==> src/rtl/at24c02_test_sequencer.sv <==
// AT24C02 write/read-back test sequencer sitting in front of the I2C byte engine.
// Writes DATA_SEED+i to NUM_BYTES consecutive word addresses, then reads each back and compares.
//
// state    | meaning
// ---------+----------------------------------------------------------
// S_IDLE   | out of reset, waiting for start
// S_WR_REQ | write command presented, waiting for cmd_ready
// S_WR_WAIT| write command accepted, waiting for engine response
// S_WR_DLY | EEPROM internal write cycle (after ACK or busy NACK)
// S_RD_REQ | random-read command presented, waiting for cmd_ready
// S_RD_WAIT| read command accepted, waiting for engine response
// S_DONE   | all bytes read back; pass/fail reflect the compare
// S_FAIL   | retry budget exhausted on a NACK

module at24c02_test_sequencer #(
    parameter logic [6:0] DEV_ADDR     = 7'h50,
    parameter logic [7:0] BASE_ADDR    = 8'h00,
    parameter int         NUM_BYTES    = 8,
    parameter logic [7:0] DATA_SEED    = 8'hA5,
    parameter int         WR_DELAY_CYC = 60000,
    parameter int         MAX_RETRY    = 3
) (
    input  logic       i_sys_clk,
    input  logic       i_rst,
    input  logic       i_start,
    output logic       o_cmd_valid,
    input  logic       i_cmd_ready,
    output logic       o_cmd_rw,
    output logic [6:0] o_cmd_dev_addr,
    output logic [7:0] o_cmd_reg_addr,
    output logic [7:0] o_cmd_wr_data,
    input  logic       i_rsp_valid,
    input  logic       i_rsp_nack,
    input  logic [7:0] i_rsp_rd_data,
    output logic       o_busy,
    output logic       o_pass,
    output logic       o_fail,
    output logic [8:0] o_mismatch_cnt,
    output logic [7:0] o_first_rd_data
);

    localparam int DLY_W = $clog2(WR_DELAY_CYC) + 1;
    localparam int RTY_W = (MAX_RETRY < 1) ? 1 : $clog2(MAX_RETRY + 1);
    localparam logic [DLY_W-1:0] DLY_LOAD = DLY_W'(WR_DELAY_CYC - 1);
    localparam logic [RTY_W-1:0] RTY_MAX  = RTY_W'(MAX_RETRY);
    localparam logic [7:0]       LAST_IDX = 8'(NUM_BYTES - 1);

    typedef enum logic [2:0] {
        S_IDLE,
        S_WR_REQ,
        S_WR_WAIT,
        S_WR_DLY,
        S_RD_REQ,
        S_RD_WAIT,
        S_DONE,
        S_FAIL
    } state_t;

    state_t           r_state, w_state;
    logic [7:0]       r_idx, w_idx;
    logic [RTY_W-1:0] r_retry, w_retry;
    logic [DLY_W-1:0] r_dly, w_dly;
    logic             r_nack, w_nack;
    logic [8:0]       r_mm, w_mm;
    logic [7:0]       r_first, w_first;
    logic             r_pass, w_pass;
    logic             r_fail, w_fail;

    logic [7:0]       w_pattern;
    logic             w_req;

    assign w_pattern = DATA_SEED + r_idx;
    assign w_req     = (r_state == S_WR_REQ) || (r_state == S_RD_REQ);

    always_ff @(posedge i_sys_clk) begin
        if (i_rst) begin
            r_state <= S_IDLE;
            r_idx   <= '0;
            r_retry <= '0;
            r_dly   <= '0;
            r_nack  <= 1'b0;
            r_mm    <= '0;
            r_first <= '0;
            r_pass  <= 1'b0;
            r_fail  <= 1'b0;
        end else begin
            r_state <= w_state;
            r_idx   <= w_idx;
            r_retry <= w_retry;
            r_dly   <= w_dly;
            r_nack  <= w_nack;
            r_mm    <= w_mm;
            r_first <= w_first;
            r_pass  <= w_pass;
            r_fail  <= w_fail;
        end
    end

    always_comb begin
        w_state = r_state;
        w_idx   = r_idx;
        w_retry = r_retry;
        w_dly   = r_dly;
        w_nack  = r_nack;
        w_mm    = r_mm;
        w_first = r_first;
        w_pass  = r_pass;
        w_fail  = r_fail;
        case (r_state)
            S_IDLE, S_DONE, S_FAIL: begin
                if (i_start) begin
                    w_state = S_WR_REQ;
                    w_idx   = '0;
                    w_retry = '0;
                    w_mm    = '0;
                    w_first = '0;
                    w_pass  = 1'b0;
                    w_fail  = 1'b0;
                end
            end
            S_WR_REQ: begin
                if (i_cmd_ready) w_state = S_WR_WAIT;
            end
            S_WR_WAIT: begin
                if (i_rsp_valid) begin
                    w_state = S_WR_DLY;
                    w_dly   = DLY_LOAD;
                    w_nack  = i_rsp_nack;
                end
            end
            S_WR_DLY: begin
                // The wait applies after a NACK too: the EEPROM NACKs while its write cycle runs.
                if (r_dly != '0) begin
                    w_dly = r_dly - 1'b1;
                end else if (r_nack) begin
                    if (r_retry < RTY_MAX) begin
                        w_retry = r_retry + 1'b1;
                        w_state = S_WR_REQ;
                    end else begin
                        w_state = S_FAIL;
                        w_pass  = 1'b0;
                        w_fail  = 1'b1;
                    end
                end else begin
                    w_retry = '0;
                    if (r_idx == LAST_IDX) begin
                        w_idx   = '0;
                        w_state = S_RD_REQ;
                    end else begin
                        w_idx   = r_idx + 8'd1;
                        w_state = S_WR_REQ;
                    end
                end
            end
            S_RD_REQ: begin
                if (i_cmd_ready) w_state = S_RD_WAIT;
            end
            S_RD_WAIT: begin
                if (i_rsp_valid) begin
                    if (i_rsp_nack) begin
                        if (r_retry < RTY_MAX) begin
                            w_retry = r_retry + 1'b1;
                            w_state = S_RD_REQ;
                        end else begin
                            w_state = S_FAIL;
                            w_pass  = 1'b0;
                            w_fail  = 1'b1;
                        end
                    end else begin
                        w_retry = '0;
                        if ((i_rsp_rd_data != w_pattern) && (r_mm != 9'h1FF)) w_mm = r_mm + 9'd1;
                        if (r_idx == 8'd0) w_first = i_rsp_rd_data;
                        if (r_idx == LAST_IDX) begin
                            w_state = S_DONE;
                            w_pass  = (w_mm == 9'd0);
                            w_fail  = (w_mm != 9'd0);
                        end else begin
                            w_idx   = r_idx + 8'd1;
                            w_state = S_RD_REQ;
                        end
                    end
                end
            end
            default: w_state = S_IDLE;
        endcase
    end

    // Command fields are forced to zero outside the request states so reset leaves every output at 0.
    assign o_cmd_valid     = w_req;
    assign o_cmd_rw        = (r_state == S_RD_REQ);
    assign o_cmd_dev_addr  = w_req ? DEV_ADDR : 7'd0;
    assign o_cmd_reg_addr  = w_req ? (BASE_ADDR + r_idx) : 8'd0;
    assign o_cmd_wr_data   = (r_state == S_WR_REQ) ? w_pattern : 8'd0;
    assign o_busy          = !((r_state == S_IDLE) || (r_state == S_DONE) || (r_state == S_FAIL));
    assign o_pass          = r_pass;
    assign o_fail          = r_fail;
    assign o_mismatch_cnt  = r_mm;
    assign o_first_rd_data = r_first;

endmodule
==> config.mk <==
export PLATFORM = sky130hd
export DESIGN_NAME = at24c02_test_sequencer
export DESIGN_NICKNAME = d
export VERILOG_FILES = /design/src/rtl/at24c02_test_sequencer.sv
export SDC_FILE = /design/constraint.sdc
export NUM_CORES = 1
export LEC_CHECK = 0
export ABC_AREA = 1
export CAP_MARGIN = 20
export CORE_ASPECT_RATIO = 0.6
export CORE_MARGIN = 10
export CORE_UTILIZATION = 44
export DETAILED_ROUTE_END_ITERATION = 12
export PLACE_DENSITY = 0.75
export SYNTH_ARGS = -nofsm -noshare
export SYNTH_HDL_FRONTEND = slang
export SYNTH_SLANG_ARGS = --single-unit
==> constraint.sdc <==
create_clock -name i_sys_clk -period 2.3 [get_ports i_sys_clk]
set_input_delay 0.46 -clock i_sys_clk [delete_from_list [all_inputs] [get_ports i_sys_clk]]
set_output_delay 0.46 -clock i_sys_clk [all_outputs]
set_load 0.1 [all_outputs]
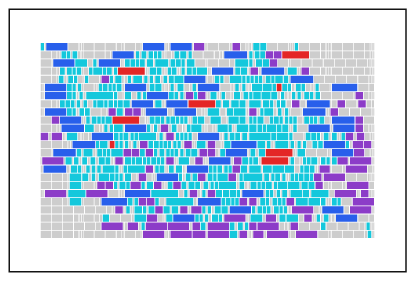
Fig. 1. Placed cells, one colour a class (run 1).
Drawn at 3 px/µm. Fill, decap, tap and diode cells in grey.
- blue: flops (cells 50)
- cyan: combinational and other logic (cells 455)
- purple: other buffers and delay cells (cells 101)
- red: clock drivers and dummy loads (cells 8)
row count: 24
fin util: 67.6%
sequential cell area share: 20.9%
Core Area: 0.00727 mm²
post-layout instance area: 0.00492 mm²

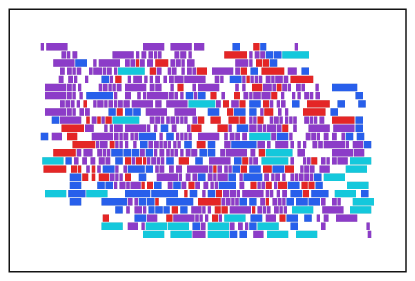
Fig. 2. Cells by drive strength (run 1).
Drawn at 3 px/µm.
- red: _2 cells (cells 87; share 14%; most used nand2_2)
- purple: _0 and _1 cells (cells 393; share 64%; most used nand2_1)
- blue: _3 and _4 cells (cells 105; share 17%; most used buf_4)
- cyan: _6 and larger (cells 29; share 4.7%; most used buf_12)
Area Overhead vs Synth: 49.2%
PnR worst setup slack: 0.0115 ns
Buffers excl. clock: 101

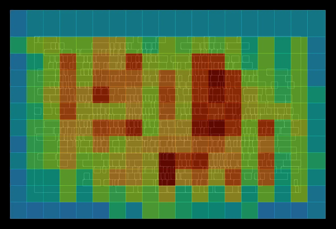
Fig. 3. Track usage over the die (run 1).
M2 GR Usage: 27.0%
per-cell routed wire length: 15.1 µm
GRT Total Usage: 17.5%

==> flow_summary.ini, run 1 <==
; generated from flow reports
[cts]
cts.sinks = 50
cts_resized = 3
cts_buffers = 5
ctsHtreeMaxLevel = 2
clock_latency_ns = 0.30

[final_timing]
finalClockSkew_ns = 0.00542
whs_ns = 0.467
setup_viol = 0
max_freq_mhz = 437
finalCriticalPeriod_ns = 2.29
slew_violations = 0
hold_viol = 0

[synthesis]
top_cell = nand2_1
ys_sh_mux_pct = 0
ys_sh_xor_pct = 1.86
ys_seq_share_pct = 30.4
synthTopLogicFamily = simple AND/OR/NAND/NOR gates
simple_gate_area_share_pct = 40.0
yosys.area.top_type = dfxtp_1
edf_count = 0
ys_top_cells_by_area = dfxtp_1 30%, nand2_1 12%, inv_1 8.4%, a21oi_1 7.7%, nand3_1 7.4%
yosys_area_mm2 = 0.00330
post_synth.cell_area_avg_um2 = 6.44

[min_path]
hp-start = r_dly[16]$_SDFFE_PP0P_
min_to = r_dly[16]$_SDFFE_PP0P_
hold_depth = 2
hp-class = reg2reg

[placed_design]
placed_area_mm2 = 0.00444
dp.cells = 694
place_ws_ns = -0.184
dp_hpwl_um = 7660

[floorplan]
die_y_um = 87.0
dieArea_mm2 = 0.0115

[grt]
grt_max_degree = 18
met3_usage_pct = 4.15
grt_pass1_vias = 3410
antenna_found_initial = 0
gr-total-overflow = 0

[critical_path]
start_kind = flop
required_ns = 2.54
crit_chain = buf_4, nand2_2, nand2_2, nand3_1, nand3_1, nand3b_1, nand2_2, nand3_4, nand2_4, nand2_2, nand2_2, inv_1, nand3_2, nor2_4, nand3_2, nand3_2, nand2_1, inv_1
critical_path.slowest_cell = dfxtp_4
cp.depth = 18
r2r_slack_ns = 0.01
r2r-end = o_pass$_SDFFE_PP0P_
crit_family = simple AND/OR/NAND/NOR gates
end_kind = flop
critPathLaunch = r_idx[0]$_SDFFE_PP0P_
crit_path_frequent_cell = nand2_2

[cells_and_area]
layout.nets = 632
stdcell_count = 718
drive_gt1_share_pct = 36.0
comb_cells = 370
largestClassByArea = logic gates
final_common_cell = nand2_1
nClkBuffers = 6
largest_reg_flops = 17
largest_register = r_dly
inverters = 85
comb_area_mm2 = 0.00219

[power]
p_sw_share_pct = 52.0
internal-power_mw = 3.11
p_sw_mw = 3.38
p_seq_share_pct = 19.3
clk-power_mw = 0.809
power_leader = combinational logic
total_power_mw = 6.49
powerDensity_mw_per_mm2 = 1320
peakVddDrop_mv = 1.38
combPwrFrac_pct = 68.2

[route]
avgViaCountPerCell = 5.31
wl_met3_um = 895

[run]
warnings = 29

[run_status]
run_status = finished clean
## Run 2: what changed since run 1
--- a/config.mk
+++ b/config.mk
@@ -10,8 +10,10 @@
 export CORE_ASPECT_RATIO = 0.6
 export CORE_MARGIN = 10
 export CORE_UTILIZATION = 44
+export CTS_BUF_LIST = sky130_fd_sc_hd__clkbuf_8
 export DETAILED_ROUTE_END_ITERATION = 12
 export PLACE_DENSITY = 0.75
+export SLEW_MARGIN = 10
 export SYNTH_ARGS = -nofsm -noshare
 export SYNTH_HDL_FRONTEND = slang
 export SYNTH_SLANG_ARGS = --single-unit
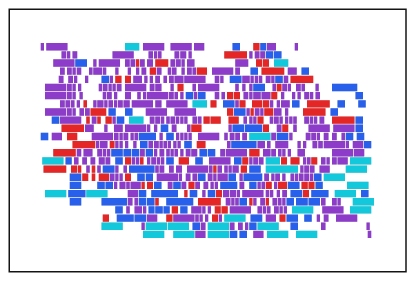
Fig. 4. Cells by drive strength (run 2).
Drawn at 3 px/µm.
- blue: _3 and _4 cells (cells 102; share 17%; most used buf_4)
- purple: _0 and _1 cells (cells 397; share 65%; most used nand2_1)
- red: _2 cells (cells 84; share 14%; most used nand2_2)
- cyan: _6 and larger (cells 29; share 4.7%; most used buf_12)

==> run 2 against run 1 <==
Critical path depth is 2 higher. Register-to-register slack better by 0.02 ns. Final area is 1.8% lower. Clock skew is 0.0078 ns higher. Sequential cell count stayed put. Final cell count is 0.28% lower.
==> flow_summary.ini, run 2 <==
; generated from flow reports
[critical_path]
critical_path.slowest_cell = dfxtp_4
end_kind = flop
r2r-end = o_pass$_SDFFE_PP0P_
cp.depth = 20
r2r_slack_ns = 0.03

[synthesis]
yosys_area_mm2 = 0.00330
ys_sh_xor_pct = 1.86
ys_sh_mux_pct = 0
edf_count = 0
synthTopLogicFamily = simple AND/OR/NAND/NOR gates
ys_seq_share_pct = 30.4
yosys.area.top_type = dfxtp_1
ys_top_cells_by_area = dfxtp_1 30%, nand2_1 12%, inv_1 8.4%, a21oi_1 7.7%, nand3_1 7.4%
simple_gate_area_share_pct = 40.0

[cells_and_area]
inverters = 85
comb_area_mm2 = 0.00218
largest_register = r_dly
largest_reg_flops = 17
comb_cells = 370
final_common_cell = nand2_1
area_growth_pct = 46.5
sh_seq_area_pct = 21.3
largestClassByArea = logic gates
nClkBuffers = 5

[power]
p_seq_share_pct = 19.9
clk-power_mw = 0.647
internal-power_mw = 2.96
peakVddDrop_mv = 1.39
p_sw_share_pct = 53.1
total_power_mw = 6.32
p_sw_mw = 3.36

[grt]
met3_usage_pct = 3.63
antenna_found_initial = 0
grt_pass1_vias = 3374
grt_usage_pct = 17.4

[placed_design]
place_ws_ns = -0.184

[final_timing]
fin_ws_ns = 0.0310
hold_viol = 0
finalCriticalPeriod_ns = 2.27
finalClockSkew_ns = 0.0132
max_freq_mhz = 441

[route]
avgViaCountPerCell = 5.28

[run_status]
run_status = finished clean

[cts]
cts_buffers = 5

[min_path]
min_to = o_first_rd_data[4]$_SDFFE_PP0P_
hold_depth = 2

[floorplan]
dieArea_mm2 = 0.0115
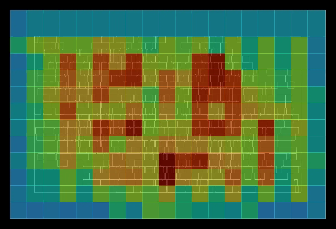
Fig. 5. Track usage over the die (run 2).
M2 GR Usage: 26.5%
Most Crowded Layer GR: met2
GR Util met1: 24.6%
fin util: 66.5%
per-cell routed wire length: 14.9 µm

## Run 3: what changed since run 2
--- a/config.mk
+++ b/config.mk
@@ -12,7 +12,7 @@
 export CORE_UTILIZATION = 44
 export CTS_BUF_LIST = sky130_fd_sc_hd__clkbuf_8
 export DETAILED_ROUTE_END_ITERATION = 12
-export PLACE_DENSITY = 0.75
+export PLACE_DENSITY = 0.73
 export SLEW_MARGIN = 10
 export SYNTH_ARGS = -nofsm -noshare
 export SYNTH_HDL_FRONTEND = slang
==> constraint.sdc (replaced) <==
create_clock -name i_sys_clk -period 2.88 [get_ports i_sys_clk]
set_input_delay 0.576 -clock i_sys_clk [delete_from_list [all_inputs] [get_ports i_sys_clk]]
set_output_delay 0.576 -clock i_sys_clk [all_outputs]
set_load 0.1 [all_outputs]
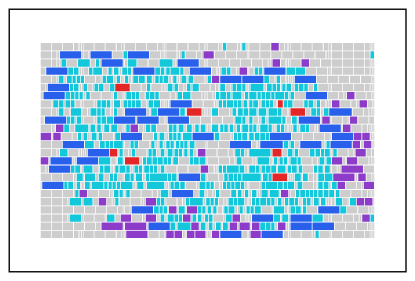
Fig. 6. Placed cells, one colour a class (run 3).
Drawn at 3 px/µm. Fill, decap, tap and diode cells in grey.
- blue: flops (cells 50)
- purple: other buffers and delay cells (cells 58)
- cyan: combinational and other logic (cells 453)
- red: clock drivers and dummy loads (cells 8)

==> run 3 against run 2 <==
Clock power down 35%. Sequential share of layout area up 3.6 points. Sequential power fell by 22%. Critical endpoint is now o_cmd_wr_data[6]. Largest power group unchanged.
==> flow_summary.ini, run 3 <==
; generated from flow reports
[grt]
met3_usage_pct = 3.86
antenna_found_initial = 0
gr-total-overflow = 0
grt_usage_pct = 15.9
grt_max_degree = 33

[cells_and_area]
nClkBuffers = 5
fin_area_mm2 = 0.00402
largest_register = r_dly
nonClockBufferCount = 58
inverters = 85
area_growth_pct = 22.1
comb_area_mm2 = 0.00195
final_common_cell = nand2_1
stdcell_count = 673
drive_gt1_share_pct = 19.9
largest_reg_flops = 17
sh_seq_area_pct = 24.9
layout.nets = 587

[floorplan]
die_y_um = 87.0
rows = 24
core_mm2 = 0.00727

[critical_path]
r2r_slack_ns = 0.44
end_kind = primary output
critical_path.slowest_cell = dfxtp_1
crit_chain = ha_1, inv_1, nand2_4, nand2_4, nand2_2, nand2_1, a21oi_2, buf_12
crit_path_frequent_cell = nand2_4
crit_family = flip-flops
cp.depth = 8

[final_timing]
setup_viol = 0
hold_viol = 0
finalCriticalPeriod_ns = 2.54
whs_ns = 0.463
fin_ws_ns = 0.340
finalClockSkew_ns = 0.00687

[power]
combPwrFrac_pct = 66.4
powerDensity_mw_per_mm2 = 1040
p_seq_share_pct = 23.5
clk-power_mw = 0.423
p_sw_mw = 2.42
p_sw_share_pct = 58.1
internal-power_mw = 1.75
power_leader = combinational logic
peakVddDrop_mv = 1.06

[cts]
cts.sinks = 50
cts_resized = 0
ctsHtreeMaxLevel = 2
clock_latency_ns = 0.32

[synthesis]
yosys_area_mm2 = 0.00330
yosys.area.top_type = dfxtp_1
ys_top_cells_by_area = dfxtp_1 30%, nand2_1 12%, inv_1 8.4%, a21oi_1 7.7%, nand3_1 7.4%
post_synth.cell_area_avg_um2 = 6.44
ys_seq_share_pct = 30.4
simple_gate_area_share_pct = 40.0
top_cell = nand2_1
ys_sh_mux_pct = 0
ys_sh_xor_pct = 1.86
edf_count = 0
synthTopLogicFamily = simple AND/OR/NAND/NOR gates

[placed_design]
place_ws_ns = 0.287
placed_area_mm2 = 0.00393
dp_hpwl_um = 7140

[min_path]
hold_depth = 2
min_to = o_first_rd_data[2]$_SDFFE_PP0P_
hp-class = reg2reg

[run_status]
run_status = finished clean

[route]
wl_met3_um = 840
avgViaCountPerCell = 5.13
wl_per_cell_um = 13.7
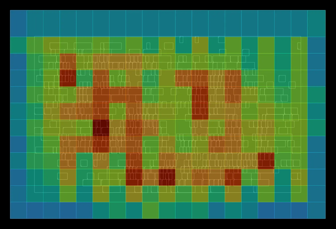
Fig. 7. Track usage over the die (run 3).
GR Util met1: 23.8%
Most Crowded Layer GR: met1
fin util: 55.4%
M2 GR Usage: 21.7%


==> notes/layouts.md <==
Pictures saved along the way, in no particular order.

M3 wires.
Drawn at 4 px/µm.
panel A
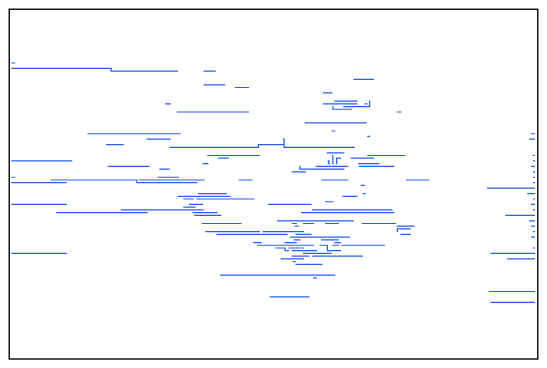
panel B
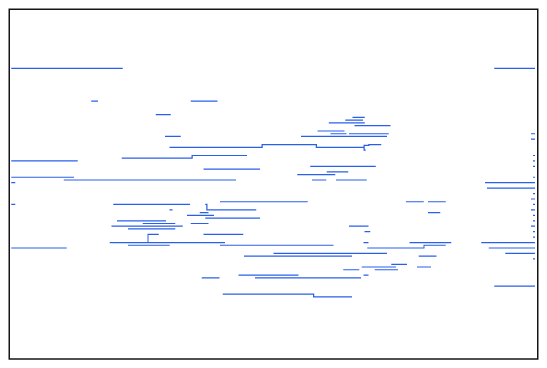
run 3: panel B
run 1: panel A

Key to panel A:
- main direction: horizontal
- nets with wire on the layer: 101
- wire length on this layer: 895 µm
- share of all routed wire: 8.2%
- longest straight run: 28.5 µm

Power is estimated from default activity; no workload was simulated.
